### src/rtl/key_scan_pkg.sv
// rtl/key_scan_pkg.sv - shared types, sizes and column decode for the keypad scanner
package key_scan_pkg;

  typedef enum logic [1:0] {SCAN, DEBOUNCE, PRESSED, RELEASE} scan_state_t;

  localparam int ROWS        = 4;
  localparam int COLS        = 4;
  localparam int HIST_DIGITS = 6;

  typedef struct packed {
    logic       valid;
    logic [1:0] idx;
  } col_hit_t;

  // Valid only when exactly one column is pulled low; ghosting/multi-press decodes as no key.
  function automatic col_hit_t onehot_low_idx(input logic [COLS-1:0] pat);
    col_hit_t hit;
    int       lows;
    hit  = '0;
    lows = 0;
    for (int i = 0; i < COLS; i++) begin
      if (!pat[i]) begin
        lows    = lows + 1;
        hit.idx = 2'(i);
      end
    end
    hit.valid = (lows == 1);
    return hit;
  endfunction

endpackage

### src/rtl/scan_tick_gen.sv
// rtl/scan_tick_gen.sv - free-running divider producing a one-clock tick every TICK_DIV clocks
module scan_tick_gen #(
  parameter int TICK_DIV = 4
) (
  input  logic clk,
  input  logic rst_n,
  output logic tick
);

  localparam int CW = $clog2(TICK_DIV);

  logic [CW-1:0] cnt;

  assign tick = (cnt == CW'(TICK_DIV - 1));

  always_ff @(posedge clk) begin
    if (!rst_n) begin
      cnt <= '0;
    end else if (tick) begin
      cnt <= '0;
    end else begin
      cnt <= cnt + 1'b1;
    end
  end

endmodule

### src/rtl/key_matrix_scan.sv
// rtl/key_matrix_scan.sv - 4x4 keypad row scanner with press/release debounce and six-digit key history
module key_matrix_scan
  import key_scan_pkg::*;
#(
  parameter int CLK_HZ   = 50_000_000,
  parameter int SCAN_HZ  = 1000,
  parameter int DB_TICKS = 20
) (
  input  logic                     clk,
  input  logic                     rst_n,
  input  logic [COLS-1:0]          col_in,
  output logic [ROWS-1:0]          row_out,
  output logic                     key_valid,
  output logic [3:0]               key_code,
  output logic                     key_down,
  output logic [HIST_DIGITS*4-1:0] data_out
);

  localparam int TICK_DIV = CLK_HZ / SCAN_HZ;
  localparam int SW       = $clog2(DB_TICKS + 1);
  localparam int HW       = HIST_DIGITS * 4;
  localparam logic [SW-1:0] DB_MAX = SW'(DB_TICKS);

  logic [COLS-1:0] col_meta;
  logic [COLS-1:0] col_s;
  logic [COLS-1:0] pat;
  logic [1:0]      row_idx;
  logic [1:0]      col_idx;
  logic [SW-1:0]   stable;
  logic [SW-1:0]   stable_inc;
  logic            tick;
  col_hit_t        hit;
  scan_state_t     state;

  scan_tick_gen #(.TICK_DIV(TICK_DIV)) u_tick (
    .clk  (clk),
    .rst_n(rst_n),
    .tick (tick)
  );

  assign hit        = onehot_low_idx(col_s);
  assign stable_inc = (stable == DB_MAX) ? DB_MAX : stable + 1'b1;

  always_ff @(posedge clk) begin
    if (!rst_n) begin
      state     <= SCAN;
      col_meta  <= '1;
      col_s     <= '1;
      pat       <= '1;
      row_out   <= 4'b1110;
      row_idx   <= '0;
      col_idx   <= '0;
      stable    <= '0;
      key_valid <= 1'b0;
      key_code  <= '0;
      key_down  <= 1'b0;
      data_out  <= '0;
    end else begin
      col_meta  <= col_in;
      col_s     <= col_meta;
      key_valid <= 1'b0;
      if (tick) begin
        case (state)
          SCAN: begin
            if (hit.valid) begin
              col_idx <= hit.idx;
              pat     <= col_s;
              stable  <= SW'(1);
              state   <= DEBOUNCE;
            end else begin
              row_out <= {row_out[ROWS-2:0], row_out[ROWS-1]};
              row_idx <= row_idx + 1'b1;
            end
          end
          DEBOUNCE: begin
            if (col_s == pat) begin
              stable <= stable_inc;
              // Row is still frozen, so row_idx is the row the key was found on.
              if (stable_inc == DB_MAX) begin
                state     <= PRESSED;
                key_code  <= {row_idx, col_idx};
                key_valid <= 1'b1;
                key_down  <= 1'b1;
                data_out  <= {data_out[HW-5:0], row_idx, col_idx};
              end
            end else begin
              stable <= '0;
              state  <= SCAN;
            end
          end
          PRESSED: begin
            if (col_s == '1) begin
              stable <= SW'(1);
              state  <= RELEASE;
            end
          end
          RELEASE: begin
            if (col_s == '1) begin
              stable <= stable_inc;
              if (stable_inc == DB_MAX) begin
                key_down <= 1'b0;
                state    <= SCAN;
                row_out  <= {row_out[ROWS-2:0], row_out[ROWS-1]};
                row_idx  <= row_idx + 1'b1;
              end
            end else begin
              stable <= '0;
              state  <= PRESSED;
            end
          end
          default: state <= SCAN;
        endcase
      end
    end
  end

endmodule

### config.mk
export PLATFORM = sky130hd
export DESIGN_NAME = key_matrix_scan
export DESIGN_NICKNAME = d
export VERILOG_FILES = /design/src/rtl/key_scan_pkg.sv /design/src/rtl/scan_tick_gen.sv /design/src/rtl/key_matrix_scan.sv
export SDC_FILE = /design/constraint.sdc
export NUM_CORES = 1
export LEC_CHECK = 0
export ABC_AREA = 1
export CORE_ASPECT_RATIO = 0.9
export CORE_MARGIN = 2
export CORE_UTILIZATION = 25
export DETAILED_ROUTE_END_ITERATION = 7
export PLACE_DENSITY = 0.41
export SYNTH_ARGS = -nofsm -noshare
export SYNTH_HDL_FRONTEND = slang
export SYNTH_SLANG_ARGS = --single-unit
### constraint.sdc
create_clock -name clk -period 5.7 [get_ports clk]
set_input_delay 1.71 -clock clk [delete_from_list [all_inputs] [get_ports clk]]
set_output_delay 1.71 -clock clk [all_outputs]
set_load 0.01 [all_outputs]
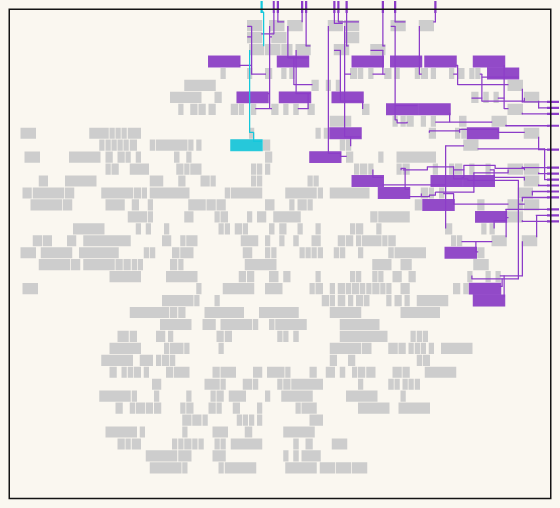
Fig. 1. I/O nets highlighted.
- key_down: cyan (bits 1; direction output; end cells 1; wire 31.9 microns)
- data_out: purple (bits 24; direction output; end cells 24; wire 710 microns)

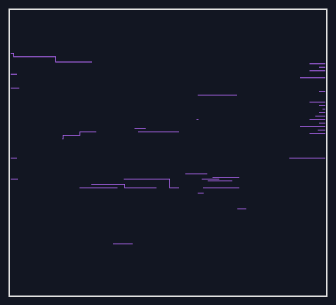
Fig. 2. The metal 3 layer.
- main direction: horizontal
- nets with wire on the layer: 30
- wire length on this layer: 301 microns
- share of all routed wire: 4.2%

==> run notes <==
flow finished, numbers: status completed, GPL Wtd Cong 0.769, top cells by area dfxtp_1 (43%), nor2_1 (9.8%), nand2_1 (7.2%), inv_1 (6.0%), nand3_1 (3.8%), cell area after placement 3690 sq um, RSZ-0062 raised after global routing false, Mux area share 0%, worst-path fanout max 41, Worst-path clk slew 50 ps, initial antenna violation count 0, combinational share of cell area 37.0%, First-pass DRT Iterations 4, Leading cell kind logic gates, CP arrival 3720 ps, fraction of layout cells with a size suffix above 1 10.7%, CLK BUF 10, I/O pins 40, drc violations 0, vias in the first global route 2576, DR iter-0 viols 200, count of final setup violators 0, setup ws final 2260 ps, Slew HR 73.3%, largest net degree at the start of global routing 42, CP delay by family, top buffers and inverters, Die Width 123 microns, Post-Route WL 7.17 mm, number of sequential cells 69, synth cell count leaders nor2_1 (83), dfxtp_1 (69), nand2_1 (61), CTS tree yes, area delta synth->final 26.5%, die area 13600 sq um, dpl hpwl 5.16 mm, combinational gate count 295, row count 39, yosys adder share 2.75%, Setup WS pre-CTS 1870 ps, Max-Cap Viols 0, post-DR wirelength/cell 11.2 microns, min cycle time layout 3440 ps, Final Hold Fails 0, Post-CTS Setup Bufs 0, EDFF count, synth 0, Non-Clock Inverter Count 57, DR vias/cell 4.24, clk cell area share 8.27%, Avg Inst Size Synth 7.29 sq um, main flop type dfxtp_1, clk_skew 6.73 ps, pwr dens 284 nW/um^2, Signal buffers 40, gr ovfl total 0, clk_lat worst skew 330 ps, Final non-clock buffer share 9.89%, # hold bufs at CTS 0, worst slew pin tran 400 ps, Synth area leader dfxtp_1, Synth Area in Compound Gates 10.5%, most numerous logic cells after layout nor2_1 (83), dfxtp_1 (69), nand2_1 (61), Tool Warnings 29, Top cell excl fill/tap nor2_1, post-route cell area 4020 sq um, chip area line of the yosys report 3180 sq um, vias 2715, fp util 25.4%, core area 12500 sq um, ant diodes 0, crit-path most repeated cell inv_1, filler instances 1335, Overall Global Routing Usage 11.5%, largest stage delay on the critical path 450 ps, CP Class in2reg
-- worst paths after layout --
kind | start | endpoint | slack [ps] | depth (start not counted)
max | rst_n | u_tick.cnt[12] | 2260 | 7
min reg2reg | col_meta[3] | col_s[3] | 410 | 1
max reg2reg | col_s[1] | row_out[3] | 3300 | 16
min | col_meta[3] | col_s[3] | 410 | 1
-- per-stage QoR --
stage,instances,hold WS [ps],total power (W),utilization [%]
after floorplan,436,393,0.000529,-
after global placement,625,395,0.000539,29.4
after detailed placement,625,397,0.000540,29.4
after CTS,641,410,0.00116,32.1
after global routing,641,435,0.00120,32.1
final,641,410,0.00114,32.1
-- cell families after synthesis --
| family | Yosys count |
|---|---|
| flip-flops | 69 |
| buffers and inverters | 72 |
| AND/OR/NAND/NOR | 218 |
| adder cells (fa/ha/maj) | 7 |
| XOR/XNOR | 5 |
| AND-OR/OR-AND | 65 |
-- routing by layer --
metal / share of wire (%) / global-route usage (%) / wire length, microns / up-vias
met5: 0 / 0 / 0 / -
li1: - / - / - / 1465
met4: 1.5 / 3.68 / 107 / 0
met1: 50 / 15.2 / 3570 / 1194
met2: 45 / 17.6 / 3190 / 49
met3: 4.2 / 3.45 / 301 / 7
-- sequential cells by signal (all words and copies together) (netlist names) --
register / cells
key_code: 3
stable: 5
state: 2
col_meta: 4
data_out: 21
key_valid: 1
pat: 4
u_tick.cnt: 16
row_idx: 2
key_down: 1
row_out: 4
col_idx: 2
col_s: 4
-- report_power, final --
part	switching [W]	total [W]	leakage [nW]	internal, W
sequential	0.00000332	0.000490	0.558	0.000487
combinational	0.0000238	0.0000385	0.892	0.0000147
clock	0.000216	0.000614	0.160	0.000399
Power figures rest on the tool's default switching activity, not on a simulated workload.
